Fig. 1: power grid
Scale bar: 200 µm. Pins as bars on the die edge. Tap cells in gray.
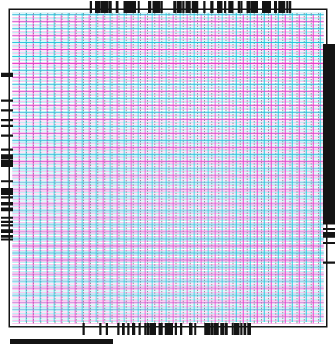
Fig. 2: cells colored by class
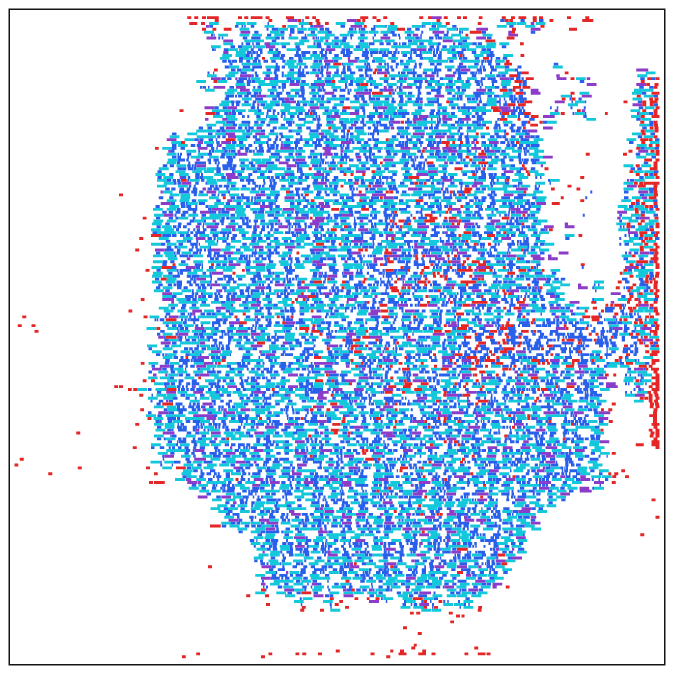
Fig. 3: clock distribution
Scale bar: 200 µm.
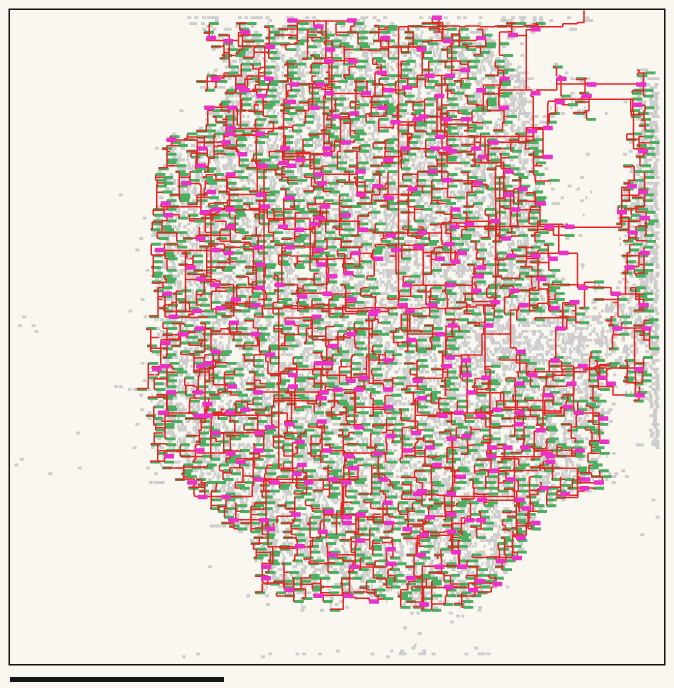
Fig. 4: signal wires by layer
Scale bar: 200 µm. Only two layers are drawn.
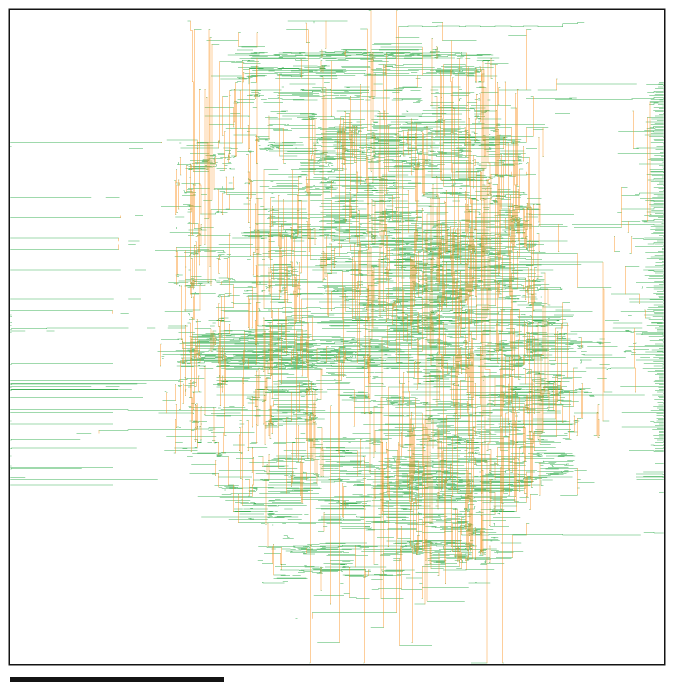
Fig. 5: clock wiring as the flow saved it
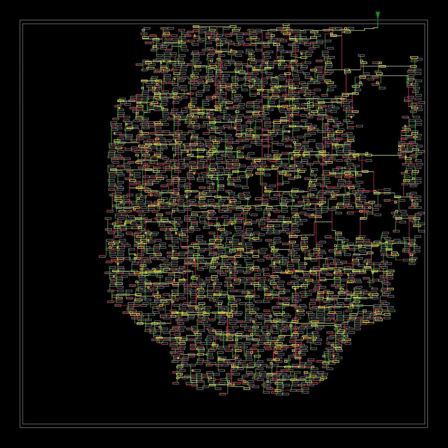
<file path="config.mk">
export PLATFORM = sky130hd
export DESIGN_NAME = decode_pipe
export DESIGN_NICKNAME = d
export VERILOG_FILES = /design/src/rtl/decode_pkg.sv /design/src/rtl/regfile_2r1w.sv /design/src/rtl/decode_pipe.sv
export SDC_FILE = /design/constraint.sdc
export NUM_CORES = 2
export LEC_CHECK = 0
export CAP_MARGIN = 20
export CORE_MARGIN = 4
export CORE_UTILIZATION = 30
export CTS_CLUSTER_DIAMETER = 40
export DETAILED_ROUTE_END_ITERATION = 16
export GPL_ROUTABILITY_DRIVEN = 0
export SYNTH_ARGS = -nofsm -noshare
export SYNTH_HDL_FRONTEND = slang
export SYNTH_SLANG_ARGS = --single-unit
export TNS_END_PERCENT = 10
</file>
<file path="constraint.sdc">
create_clock -name clk -period 5.3 [get_ports clk]
set_input_delay 0.53 -clock clk [delete_from_list [all_inputs] [get_ports clk]]
set_output_delay 0.53 -clock clk [all_outputs]
set_load 0.02 [all_outputs]
</file>
<file path="src/rtl/decode_pkg.sv">
// Shared LEGv8 decode definitions: opcode constants, ALU_op encodings,
// opcode-class enum, control bundle and the XZR index helper.
package decode_pkg;

  localparam logic [5:0]  OP_B    = 6'h05;
  localparam logic [7:0]  OP_CBZ  = 8'hB4;
  localparam logic [10:0] OP_LDUR = 11'h7C2;
  localparam logic [10:0] OP_STUR = 11'h7C0;
  localparam logic [10:0] OP_ADD  = 11'h458;
  localparam logic [10:0] OP_SUB  = 11'h658;
  localparam logic [10:0] OP_AND  = 11'h450;
  localparam logic [10:0] OP_ORR  = 11'h550;

  localparam logic [1:0] ALU_LDST  = 2'b00;
  localparam logic [1:0] ALU_CBZ   = 2'b01;
  localparam logic [1:0] ALU_RTYPE = 2'b10;

  typedef enum logic [2:0] {
    CLS_NONE,
    CLS_B,
    CLS_CBZ,
    CLS_LDUR,
    CLS_STUR,
    CLS_RTYPE
  } op_class_e;

  typedef struct packed {
    logic       uncond_branch;
    logic       branch;
    logic       mem_read;
    logic       mem_to_reg;
    logic       mem_write;
    logic       alu_src;
    logic       reg_write;
    logic [1:0] alu_op;
  } ctrl_t;

  function automatic int unsigned xzr_idx(input int unsigned num_regs);
    return num_regs - 1;
  endfunction

  // Classify from instr[31:21]; earlier matches take precedence.
  function automatic op_class_e op_class(input logic [10:0] opc);
    op_class_e cls;
    cls = CLS_NONE;
    if (opc[10:5] == OP_B)                         cls = CLS_B;
    else if (opc[10:3] == OP_CBZ)                  cls = CLS_CBZ;
    else if (opc == OP_LDUR)                       cls = CLS_LDUR;
    else if (opc == OP_STUR)                       cls = CLS_STUR;
    else if (opc == OP_ADD || opc == OP_SUB ||
             opc == OP_AND || opc == OP_ORR)       cls = CLS_RTYPE;
    return cls;
  endfunction

endpackage

</file>
<file path="src/rtl/regfile_2r1w.sv">
// Two-read / one-write register file; the top index (XZR) reads zero and ignores writes.
// DECODE_WB_BYPASS_EN: a same-cycle write is forwarded to matching reads.
module regfile_2r1w
  import decode_pkg::*;
#(
  parameter  int unsigned WORD     = 64,
  parameter  int unsigned NUM_REGS = 32,
  localparam int unsigned AW       = $clog2(NUM_REGS)
) (
  input  logic            clk,
  input  logic            rst_n,
  input  logic            wr_en,
  input  logic [AW-1:0]   wr_addr,
  input  logic [WORD-1:0] wr_data,
  input  logic [AW-1:0]   rd_addr1,
  input  logic [AW-1:0]   rd_addr2,
  output logic [WORD-1:0] rd_data1_c,
  output logic [WORD-1:0] rd_data2_c
);

  // XZR has no storage; out-of-range indices match no entry.
  localparam int unsigned NSTORE = xzr_idx(NUM_REGS);

  logic [WORD-1:0] mem_q [NSTORE];
  logic [WORD-1:0] mem_d [NSTORE];

  always_comb begin
    mem_d = mem_q;
    for (int unsigned i = 0; i < NSTORE; i++) begin
      if (wr_en && wr_addr == AW'(i)) mem_d[i] = wr_data;
    end
  end

  always_ff @(posedge clk or negedge rst_n) begin
    if (!rst_n) begin
      for (int unsigned i = 0; i < NSTORE; i++) mem_q[i] <= '0;
    end else begin
      mem_q <= mem_d;
    end
  end

  always_comb begin
    rd_data1_c = '0;
    rd_data2_c = '0;
    for (int unsigned i = 0; i < NSTORE; i++) begin
      if (rd_addr1 == AW'(i)) rd_data1_c = mem_q[i];
      if (rd_addr2 == AW'(i)) rd_data2_c = mem_q[i];
    end
`ifdef DECODE_WB_BYPASS_EN
    for (int unsigned i = 0; i < NSTORE; i++) begin
      if (wr_en && wr_addr == AW'(i)) begin
        if (rd_addr1 == AW'(i)) rd_data1_c = wr_data;
        if (rd_addr2 == AW'(i)) rd_data2_c = wr_data;
      end
    end
`endif
  end

endmodule

</file>
<file path="src/rtl/decode_pipe.sv">
// LEGv8 decode stage with valid/ready handshakes, write-back register file and
// load-use stall; output register is ID/EX. Option macro: DECODE_WB_BYPASS_EN.
module decode_pipe
  import decode_pkg::*;
#(
  parameter  int unsigned WORD      = 64,
  parameter  int unsigned INSTR_LEN = 32,
  parameter  int unsigned NUM_REGS  = 32,
  localparam int unsigned AW        = $clog2(NUM_REGS)
) (
  input  logic                 clk,
  input  logic                 rst_n,
  input  logic                 in_valid,
  output logic                 in_ready,
  input  logic [INSTR_LEN-1:0] in_instr,
  input  logic [WORD-1:0]      in_pc,
  input  logic                 flush,
  input  logic                 wb_en,
  input  logic [AW-1:0]        wb_addr,
  input  logic [WORD-1:0]      wb_data,
  output logic                 out_valid,
  input  logic                 out_ready,
  output logic [10:0]          out_opcode,
  output logic [WORD-1:0]      out_pc,
  output logic [WORD-1:0]      out_read_data1,
  output logic [WORD-1:0]      out_read_data2,
  output logic [WORD-1:0]      out_sign_extended,
  output logic [4:0]           out_rd,
  output logic                 out_uncond_branch,
  output logic                 out_branch,
  output logic                 out_mem_read,
  output logic                 out_mem_to_reg,
  output logic                 out_mem_write,
  output logic                 out_ALU_src,
  output logic                 out_reg_write,
  output logic [1:0]           out_ALU_op
);

  localparam logic [4:0] XZR_FIELD = 5'(xzr_idx(NUM_REGS));

  op_class_e       cls_c;
  ctrl_t           ctrl_c;
  logic [4:0]      rn_c, r2_c;
  logic [WORD-1:0] imm_c, rd1_c, rd2_c;
  logic            adv_c, stall_c;

  logic            valid_q, valid_d;
  logic [10:0]     opcode_q, opcode_d;
  logic [WORD-1:0] pc_q, pc_d, rd1_q, rd1_d, rd2_q, rd2_d, imm_q, imm_d;
  logic [4:0]      rd_q, rd_d;
  ctrl_t           ctrl_q, ctrl_d;

  // Combinational decode of the offered instruction.
  always_comb begin
    cls_c  = op_class(in_instr[31:21]);
    ctrl_c = '0;
    imm_c  = '0;
    rn_c   = in_instr[9:5];
    r2_c   = in_instr[20:16];
    case (cls_c)
      CLS_RTYPE: begin
        ctrl_c.reg_write = 1'b1;
        ctrl_c.alu_op    = ALU_RTYPE;
      end
      CLS_LDUR: begin
        ctrl_c.alu_src    = 1'b1;
        ctrl_c.mem_read   = 1'b1;
        ctrl_c.mem_to_reg = 1'b1;
        ctrl_c.reg_write  = 1'b1;
        ctrl_c.alu_op     = ALU_LDST;
        imm_c = {{(WORD-9){in_instr[20]}}, in_instr[20:12]};
      end
      CLS_STUR: begin
        ctrl_c.alu_src   = 1'b1;
        ctrl_c.mem_write = 1'b1;
        ctrl_c.alu_op    = ALU_LDST;
        r2_c  = in_instr[4:0];
        imm_c = {{(WORD-9){in_instr[20]}}, in_instr[20:12]};
      end
      CLS_CBZ: begin
        ctrl_c.branch = 1'b1;
        ctrl_c.alu_op = ALU_CBZ;
        r2_c  = in_instr[4:0];
        imm_c = {{(WORD-19){in_instr[23]}}, in_instr[23:5]};
      end
      CLS_B: begin
        ctrl_c.uncond_branch = 1'b1;
        imm_c = {{(WORD-26){in_instr[25]}}, in_instr[25:0]};
      end
      default: ;
    endcase
  end

  regfile_2r1w #(.WORD(WORD), .NUM_REGS(NUM_REGS)) u_regfile (
    .clk        (clk),
    .rst_n      (rst_n),
    .wr_en      (wb_en),
    .wr_addr    (wb_addr),
    .wr_data    (wb_data),
    .rd_addr1   (AW'(rn_c)),
    .rd_addr2   (AW'(r2_c)),
    .rd_data1_c (rd1_c),
    .rd_data2_c (rd2_c)
  );

  assign adv_c   = !valid_q || out_ready;
  assign stall_c = valid_q && ctrl_q.mem_read && (rd_q != XZR_FIELD) && in_valid &&
                   (rn_c == rd_q || r2_c == rd_q);
  assign in_ready = adv_c && !stall_c && !flush;

  // ID/EX next state: flush, then load, then bubble, else hold.
  always_comb begin
    valid_d  = valid_q;
    opcode_d = opcode_q;
    pc_d     = pc_q;
    rd1_d    = rd1_q;
    rd2_d    = rd2_q;
    imm_d    = imm_q;
    rd_d     = rd_q;
    ctrl_d   = ctrl_q;
    if (flush) begin
      valid_d = 1'b0;
    end else if (in_valid && in_ready) begin
      valid_d  = 1'b1;
      opcode_d = in_instr[31:21];
      pc_d     = in_pc;
      rd1_d    = rd1_c;
      rd2_d    = rd2_c;
      imm_d    = imm_c;
      rd_d     = in_instr[4:0];
      ctrl_d   = ctrl_c;
    end else if (adv_c) begin
      valid_d = 1'b0;
    end
  end

  always_ff @(posedge clk or negedge rst_n) begin
    if (!rst_n) begin
      valid_q  <= 1'b0;
      opcode_q <= '0;
      pc_q     <= '0;
      rd1_q    <= '0;
      rd2_q    <= '0;
      imm_q    <= '0;
      rd_q     <= '0;
      ctrl_q   <= '0;
    end else begin
      valid_q  <= valid_d;
      opcode_q <= opcode_d;
      pc_q     <= pc_d;
      rd1_q    <= rd1_d;
      rd2_q    <= rd2_d;
      imm_q    <= imm_d;
      rd_q     <= rd_d;
      ctrl_q   <= ctrl_d;
    end
  end

  assign out_valid         = valid_q;
  assign out_opcode        = opcode_q;
  assign out_pc            = pc_q;
  assign out_read_data1    = rd1_q;
  assign out_read_data2    = rd2_q;
  assign out_sign_extended = imm_q;
  assign out_rd            = rd_q;
  assign out_uncond_branch = ctrl_q.uncond_branch;
  assign out_branch        = ctrl_q.branch;
  assign out_mem_read      = ctrl_q.mem_read;
  assign out_mem_to_reg    = ctrl_q.mem_to_reg;
  assign out_mem_write     = ctrl_q.mem_write;
  assign out_ALU_src       = ctrl_q.alu_src;
  assign out_reg_write     = ctrl_q.reg_write;
  assign out_ALU_op        = ctrl_q.alu_op;

endmodule

</file>
==> run_results.csv <==
group,metric,value,unit
finish,final_cells,15030,
sta,final-hold-violation-count,0,
run_status,outcome,"completed",
floorplan,dieArea,0.3750,mm²
critical_path,crit_chain,"clkdlybuf4s50_1 > or4b_1 > o21ai_2 > a211oi_1 > nor2_2 > a21oi_4 > buf_4 > buf_4 > a21oi_1 > a31oi_1 > nor4_1 > o21ai_0 > o311a_1",
power_and_ir_drop,leakage,58.41,nW
routing,met3WireLength,71960,µm
power_and_ir_drop,maxPowerGroup,"the clock network",
grt,top_usage_layer,"met2",
synthesis,ys_cells,9569,
power_and_ir_drop,swShare,29.35,%
finish,top_register,"u_regfile.mem_q",
floorplan,fp_util,30.18,%
critical_path,crit_slowest_cell,"o21ai_2",
clocking,cts_resized,0,
synthesis,netlist_area,0.1096,mm²
finish,lay_top_count,"dfrtp_1",
sta,period_needed,4.582,ns
routing,firstDrtPassIters,10,
critical_path,rr_worst_depth,10,
clocking,post-cts-setup-buffers,0,
routing,route.top_layer_used,"met5",
placed_design,pre_cts_slack,0.05196,ns
synthesis,synth_flops,2227,
min_path,hold_class,"in -> async",
sta,timing.fmax,0.2182,GHz
synthesis,ff_type,"dfrtp_1",
finish,regArea,0.05573,mm²
finish,buffers_excl_clock,966,
grt,grt_use_met2,38.25,%
clocking,cts_buffer_depth,4,
critical_path,start_kind,"input pin",
routing,detail-route-antenna-nets,0,
routing,wl_met1,185300,µm
clocking,path_clk_slew,0.05,ns
power_and_ir_drop,p_total,57.26,mW
power_and_ir_drop,comb_power,8.41,mW
placed_design,dp.cells,14300,
sta,rsz0062_at_grt,"false",
critical_path,endpoint_kind,"register",
synthesis,synthCells,9569,
critical_path,r2r-end,"out_read_data1[63]",
finish,comb_share,37.07,%
clocking,h-tree-depth,5,
synthesis,netlist-cell-type-count,88,
synthesis,yosys_area,0.1096,mm²
finish,clock_cell_area_share,9.568,%
finish,fillCellCount,35130,
critical_path,cpPeakStageDelay,0.74,ns
critical_path,path_buffers,3,
clocking,cts_tree,"built",
finish,logic_area,0.05027,mm²
synthesis,synth_nets,9740,
synthesis,netlist.area_leader.share,50.86,%
synthesis,synth_seq_share,50.86,%
critical_path,worstPathArrival,5.36,ns
synthesis,area_leaders,"dfrtp_1 (51%), mux2_2 (21%), a22oi_1 (3.1%)",
synthesis,synth-async-reset-ratio,100.0,%
finish,largest_register_ffs,1984,
grt,grt_pass1_wl,717400,µm
grt,overflow,0,
sta,drv_slew,0,
placed_design,dp_hpwl,322500,µm
floorplan,core-area,0.3631,mm²
sta,finalSetupTns,0,ns
placed_design,portBuffers,453,
critical_path,cp.depth,13,
critical_path,worstPathRequired,6.08,ns
grt,met3_usage,10.04,%
routing,via_per_inst,6.369,
floorplan,tap-cell-count,4794,
About Fig. 1:
color	net
cyan	VDD
magenta	VSS
rows	221
met5 straps	44
tap cells	4794
signal pins	454
met4 straps	44
die height: 612.4 µm
DIE WIDTH: 612.4 µm

About Fig. 2:
color	class	cells	share of their area
cyan	flops	2227	43%
red	other buffers and delay cells	966	7.9%
blue	combinational and other logic	6334	39%
purple	clock drivers and dummy loads	669	10%
utilization after layout: 37.35%
fin area: 0.1356 mm²
fraction of area in registers: 41.10%
num rows: 221

About Fig. 3:
[magenta] clock drivers | count: 365
[green] flip-flops | count: 2227
[red] clock wires | length: 32.7 mm
routed clock nets	366
Worst Skew: 0.04482 ns
clock share of power: 44.2%
worst skew pair latency: 0.92 ns
Clock group: 25.3 mW

About Fig. 4:
color	layer	wire length
orange	metal 4	38.8 mm
green	metal 3	72.0 mm
GR Util All Layers: 26.24%
wirelength, routed: 512700 µm
Vias: 95710
average wire per standard cell: 34.12 µm

About Fig. 5:
CLK BUF: 442
TritonCTS Buffers: 365
flop count: 2227
clk sinks: 2227

Power figures rest on the tool's default switching activity, not on a simulated workload.
